**Clock nets**

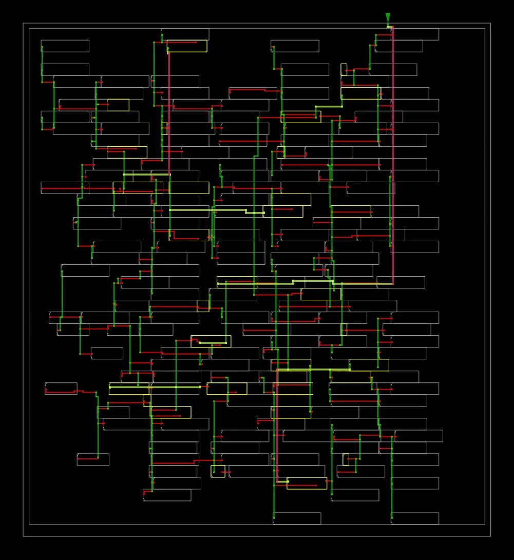
**Sequential cells grouped by signal name**

Other sequential cells in the stronger grey, the rest of the logic in the fainter grey.
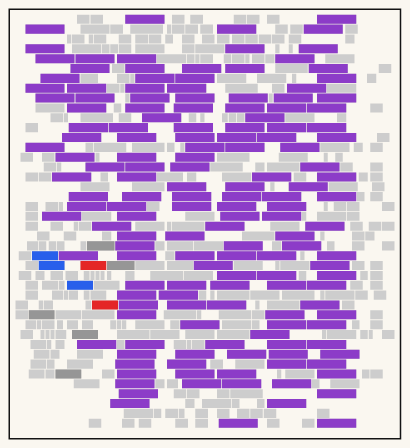
**Logic cells by family**

The bar under the picture is 20 microns long.
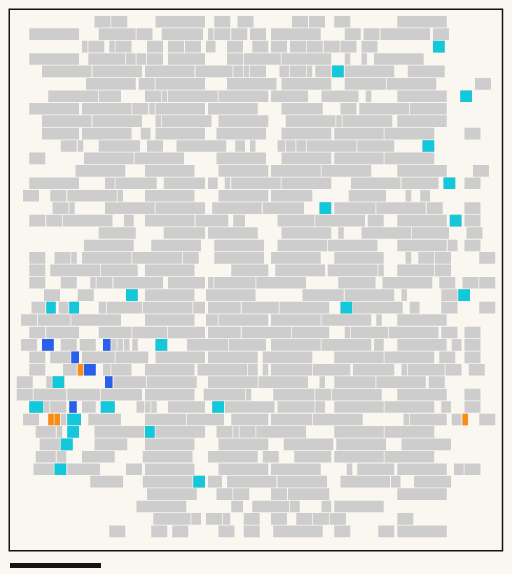
**Ports around the boundary**

Pins as bars across the die edge, other pins in grey.
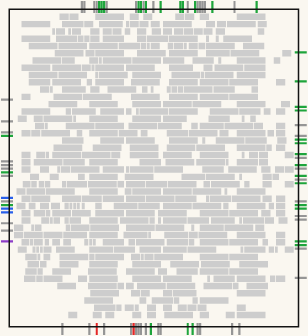
`src/rtl/hil_echo_responder.sv`:
```
// HIL echo endpoint: request to tagged response, 1-cycle latency into an empty FIFO.
// req_ready drops whenever the response FIFO is full, even on a cycle that pops.
module hil_echo_responder #(
    parameter int DATA_W = 32,
    parameter int TAG_W  = 4,
    parameter int DEPTH  = 4
) (
    input  logic                       clk,
    input  logic                       rst_n,
    input  logic                       req_valid,
    output logic                       req_ready,
    input  logic [1:0]                 req_op,
    input  logic [TAG_W-1:0]           req_tag,
    input  logic [DATA_W-1:0]          req_data,
    output logic                       rsp_valid,
    input  logic                       rsp_ready,
    output logic [TAG_W-1:0]           rsp_tag,
    output logic [DATA_W-1:0]          rsp_data,
    output logic [1:0]                 rsp_status,
    output logic                       closed,
    output logic [$clog2(DEPTH+1)-1:0] pending
);
    localparam int CNT_W = $clog2(DEPTH + 1);
    localparam int PTR_W = (DEPTH > 1) ? $clog2(DEPTH) : 1;

    localparam logic [1:0] OP_ECHO   = 2'd0;
    localparam logic [1:0] OP_DOUBLE = 2'd1;
    localparam logic [1:0] OP_CLOSE  = 2'd2;

    localparam logic [1:0] ST_OK     = 2'd0;
    localparam logic [1:0] ST_BADOP  = 2'd1;
    localparam logic [1:0] ST_CLOSED = 2'd2;

    typedef struct packed {
        logic [TAG_W-1:0]  tag;
        logic [DATA_W-1:0] data;
        logic [1:0]        status;
    } rsp_t;

    typedef enum logic {
        S_OPEN   = 1'b0,
        S_CLOSED = 1'b1
    } state_t;

    state_t             state_q, state_d;
    rsp_t               mem [DEPTH];
    rsp_t               push_ent;
    rsp_t               head_ent;
    logic [PTR_W-1:0]   wr_ptr, rd_ptr;
    logic [CNT_W-1:0]   count;
    logic               accept, pop;

    assign req_ready = (count != CNT_W'(DEPTH));
    assign rsp_valid = (count != '0);
    assign accept    = req_valid && req_ready;
    assign pop       = rsp_valid && rsp_ready;
    assign pending   = count;
    assign closed    = (state_q == S_CLOSED);

    always_ff @(posedge clk) begin
        if (!rst_n) begin
            state_q <= S_OPEN;
        end else begin
            state_q <= state_d;
        end
    end

    always_comb begin
        state_d         = state_q;
        push_ent.tag    = req_tag;
        push_ent.data   = '0;
        push_ent.status = ST_CLOSED;
        if (state_q == S_OPEN) begin
            push_ent.status = ST_OK;
            case (req_op)
                OP_ECHO:   push_ent.data = req_data;
                OP_DOUBLE: push_ent.data = {req_data[DATA_W-2:0], 1'b0};
                OP_CLOSE: begin
                    if (accept) begin
                        state_d = S_CLOSED;
                    end
                end
                default:   push_ent.status = ST_BADOP;
            endcase
        end
    end

    // Storage carries no reset; only pointers and count define what is live.
    always_ff @(posedge clk) begin
        if (accept) begin
            mem[wr_ptr] <= push_ent;
        end
    end

    always_ff @(posedge clk) begin
        if (!rst_n) begin
            wr_ptr <= '0;
            rd_ptr <= '0;
            count  <= '0;
        end else begin
            if (accept) begin
                wr_ptr <= (wr_ptr == PTR_W'(DEPTH - 1)) ? '0 : wr_ptr + PTR_W'(1);
            end
            if (pop) begin
                rd_ptr <= (rd_ptr == PTR_W'(DEPTH - 1)) ? '0 : rd_ptr + PTR_W'(1);
            end
            if (accept && !pop) begin
                count <= count + CNT_W'(1);
            end else if (pop && !accept) begin
                count <= count - CNT_W'(1);
            end
        end
    end

    always_comb begin
        head_ent = '0;
        if (rsp_valid) begin
            head_ent = mem[rd_ptr];
        end
    end

    assign rsp_tag    = head_ent.tag;
    assign rsp_data   = head_ent.data;
    assign rsp_status = head_ent.status;

endmodule

```
`config.mk`:
```
export PLATFORM = sky130hd
export DESIGN_NAME = hil_echo_responder
export DESIGN_NICKNAME = d
export VERILOG_FILES = /design/src/rtl/hil_echo_responder.sv
export SDC_FILE = /design/constraint.sdc
export NUM_CORES = 1
export LEC_CHECK = 0
export CORE_ASPECT_RATIO = 1.1
export CORE_UTILIZATION = 55
export CTS_CLUSTER_SIZE = 14
export DETAILED_ROUTE_END_ITERATION = 8
export GPL_ROUTABILITY_DRIVEN = 0
export PLACE_DENSITY = 0.82
export SKIP_LAST_GASP = 1
export SYNTH_ARGS = -nofsm -noshare
export SYNTH_HDL_FRONTEND = slang
export SYNTH_SLANG_ARGS = --single-unit
```
`constraint.sdc`:
```
create_clock -name clk -period 2.9 [get_ports clk]
set_input_delay 0.58 -clock clk [delete_from_list [all_inputs] [get_ports clk]]
set_output_delay 0.58 -clock clk [all_outputs]
set_load 0.01 [all_outputs]
```
==> results.py <==
# Physical implementation metrics
metrics = {
    "drt": {
        "wl_per_cell_microns": 20.7,
        "via_per_inst": 5.75,
        "num_vias": 3604,
        "drc": 0,
        "dr.pass1.iters": 4,
        "first_iter_violations": 218,
        "final_antenna_net_count": 0,
        "wirelength_mm": 13.0,
    },
    "pwr": {
        "internal_power_mw": 5.63,
        "leakagePower_nw": 2.93,
        "pwr-share-clk": 0.287,
        "vdd_drop_max_uv": 814,
        "switchingPower_mw": 2.07,
        "p_comb_frac": 0.324,
        "p_per_area_mw_per_mm2": 912,
        "swShare": 0.269,
        "power_frac_seq": 0.389,
    },
    "floorplanning": {
        "n_tap_cell": 154,
        "dieArea_sq_mm": 0.0127,
        "io_pins": 86,
        "core_sq_mm": 0.0120,
        "initCoreUtil": 0.563,
        "fp-row-count": 42,
    },
    "timing": {
        "finalMaxSlewViolations": 0,
        "post-route-period-util": 0.972,
        "final-hold-violation-count": 0,
        "tightest_slew_ns": 0.766,
        "tns_ns": 0,
        "setup_viol_count_final": 0,
        "rsz0062_at_grt": "true",
        "period_minus_slack_ns": 2.82,
        "relSlewSlack": 0.489,
        "fmax_mhz": 355,
    },
    "setup_path": {
        "path_buffers": 2,
        "reg2reg_depth": 7,
        "cp.arrival_ns": 2.24,
        "cp_slowest_cell": "dfxtp_2",
        "end_kind": "primary output",
        "critPathKind": "reg2out",
        "critPathMaxFanout": 28,
        "crit_family": "buffers and inverters",
        "path_cells": "buf_12 > mux4_2 > and2b_1 > clkdlybuf4s50_1",
        "r2r_start": "pending[0]",
        "critPathLaunchType": "flip-flop",
        "worstReg2RegEnd": "pending[2]",
        "crit_path_max_incr_delay_ns": 0.54,
        "required_ns": 2.32,
        "ff2ff_setup_slack_ns": 0.52,
        "crit_cells": 4,
    },
    "synthesis": {
        "most_common_cell": "edfxtp_1",
        "top_cell_area_share": 0.677,
        "syn_inst": 370,
        "ys_cells": 370,
        "netlist_area_sq_mm": 0.00675,
        "yosys.area_share.adder": 0.0141,
        "yosys_warnings": 0,
        "syn_nets": 419,
        "mux_share": 0.176,
        "ys_sh_aoi": 0.00649,
        "top_logic_kind": "multiplexers",
        "synth_seq_share": 0.706,
        "ys_ff": 162,
        "synth.distinct_cells": 33,
        "yosys_area_sq_mm": 0.00675,
        "top_area_cell": "edfxtp_1",
        "xor_share": 0.00260,
        "top_cells_by_count": "edfxtp_1 (152), mux4_2 (38), nor2_1 (34)",
        "synthFlopType": "edfxtp_1",
        "topCellsByArea": "edfxtp_1 (68%), mux4_2 (13%), mux2i_1 (4.9%)",
        "edf_count": 152,
        "synthSimpleGateAreaFrac": 0.0755,
        "synth-async-reset-ratio": 0,
        "syn_avg_cell_area_sq_um": 18.2,
    },
    "final_layout": {
        "drive_gt1_frac": 0.180,
        "inverters_excl_clock": 4,
        "diodes": 0,
        "syn_to_final_growth_pct": 25.2,
        "final_cells": 627,
        "fillers": 767,
        "clock_cell_area_share": 0.0724,
        "comb_cells": 181,
        "nNonClkBuffers": 94,
        "largest_class": "flip-flops and latches",
        "buffer_area_frac": 0.118,
        "logic_area_sq_mm": 0.00186,
        "layout.nets": 509,
        "flop-count": 162,
        "lay_top_cells": "edfxtp_1 (152), clkdlybuf4s50_1 (84), mux4_2 (38)",
    },
    "placement": {
        "dpl.cell_count": 595,
        "hpwl_mm": 7.31,
    },
    "hold_path": {
        "hold_class": "reg2reg",
        "worstHoldStart": "wr_ptr[1]",
        "whs_path_depth": 2,
        "holdPathEnd": "wr_ptr[1]",
    },
    "clock_tree": {
        "tritoncts": "done",
        "h-tree-depth": 4,
        "cts-root-buf": "clkbuf_16",
        "max-clock-path-buffers": 2,
        "post-cts-setup-buffers": 0,
        "clock-sinks": 162,
        "cts_hold_buf": 0,
        "clk_latency_ns": 0.41,
        "path_clk_slew_ns": 0.06,
        "ctsResizeCount": 0,
    },
    "grt": {
        "grt_pass1_vias": 3759,
        "grt_max_degree": 40,
        "antenna_found_initial": 0,
        "grt_overflow_total": 0,
        "track_usage": 0.222,
        "grt_first_pass_wirelength_mm": 20.2,
    },
    "job": {
        "warnings": 30,
        "cap_viol_max_count": 0,
    },
    "run_status": {
        "status": "complete, no violations",
    },
}
Notes on 'clock nets' above:
clock skew: 0.00730 ns
CTS Buf Count: 17
clkbuf count: 27
Clk power: 2.21 mW

Notes on 'sequential cells grouped by signal name' above:
Key: red = `rd_ptr` [placed flops 2]; purple = `mem` [placed flops 152, where all over the die]; blue = `pending` [placed flops 3]
Another 5 sequential cells are not coloured.
Final Util: 0.705
Seq. pwr: 3.00 mW
sequential cell area share: 0.564
Reg area: 0.00477 sq mm

Notes on 'logic cells by family' above:
Key: orange = inverters [cells 4]; blue = inverting AOI/OAI gates [cells 6]; cyan = AND and OR gates [cells 23, where all over the die]
most frequent logic cell in the layout: edfxtp_1
multi-input gate share of the layout cell area: 0.220

Notes on 'ports around the boundary' above:
Key: green = `rsp_data` [pins 32, direction output, edge 14 east, 12 north, 3 south, 3 west]; blue = `pending` [pins 3, direction output, edge west]; purple = `req_valid` [pins 1, direction input, edge west]; red = `req_op` [pins 2, direction input, edge south]
chip width: 108 microns
number of port buffers: 85
Die Ht: 118 microns

sequential cells by signal, indices dropped and copies added, names as in the netlist, named ones only:
register / count
mem: 152
wr_ptr: 2
rd_ptr: 2
closed: 1
pending: 3
how the worst max path moves through the flow:
stage	from	endpoint	slack, ns
finish	flip-flop	rsp_data[1]	0.08
global route	flip-flop	rsp_data[0]	-0.02
CTS	flip-flop	rsp_data[1]	0.04
detailed placement	req_valid	pending[2]	0.22
global placement	req_valid	pending[2]	0.34
floorplan	pending[0]	pending[2]	0.65
power by group through the flow:
| stage | clock, mW | combinational [mW] | sequential [mW] |
|---|---|---|---|
| global placement | 0 | 2.48 | 3.01 |
| floorplan | 0 | 1.37 | 3.00 |
| global route | 2.34 | 2.68 | 3.02 |
| detailed placement | 0 | 2.52 | 3.04 |
| CTS | 2.25 | 2.54 | 3.00 |
| finish | 2.21 | 2.49 | 3.00 |
per-layer routing:
layer / vias to the layer above / global-route usage / share of wire
met5: - / 0 / 0
met2: 127 / 0.367 / 0.53
met1: 1847 / 0.278 / 0.39
met4: 0 / 0.103 / 0.021
li1: 1612 / - / -
met3: 18 / 0.0496 / 0.056
through the flow:
stage / cell area, sq um / setup WS, ns / hold WS [ns] / total power [mW]
3_3_place_gp: 7840 / 0.337 / 0.482 / 5.50
2_1_floorplan: 6750 / 0.652 / 0.468 / 4.37
5_1_grt: 8450 / -0.0203 / 0.552 / 8.04
4_1_cts: 8450 / 0.0364 / 0.512 / 7.79
3_5_place_dp: 7840 / 0.223 / 0.502 / 5.56
6_report: 8450 / 0.0802 / 0.515 / 7.71
worst reg2reg max path: stages (launching register included):
cell and delay (ns):
dfxtp_1 0.39, o31ai_1 0.54, ha_1 0.28, inv_1 0.06, fa_1 0.37, xor2_1 0.19
or3_1 0.32, a21boi_0 0.16
No activity file was given, so power comes from the tool's default toggle rates.
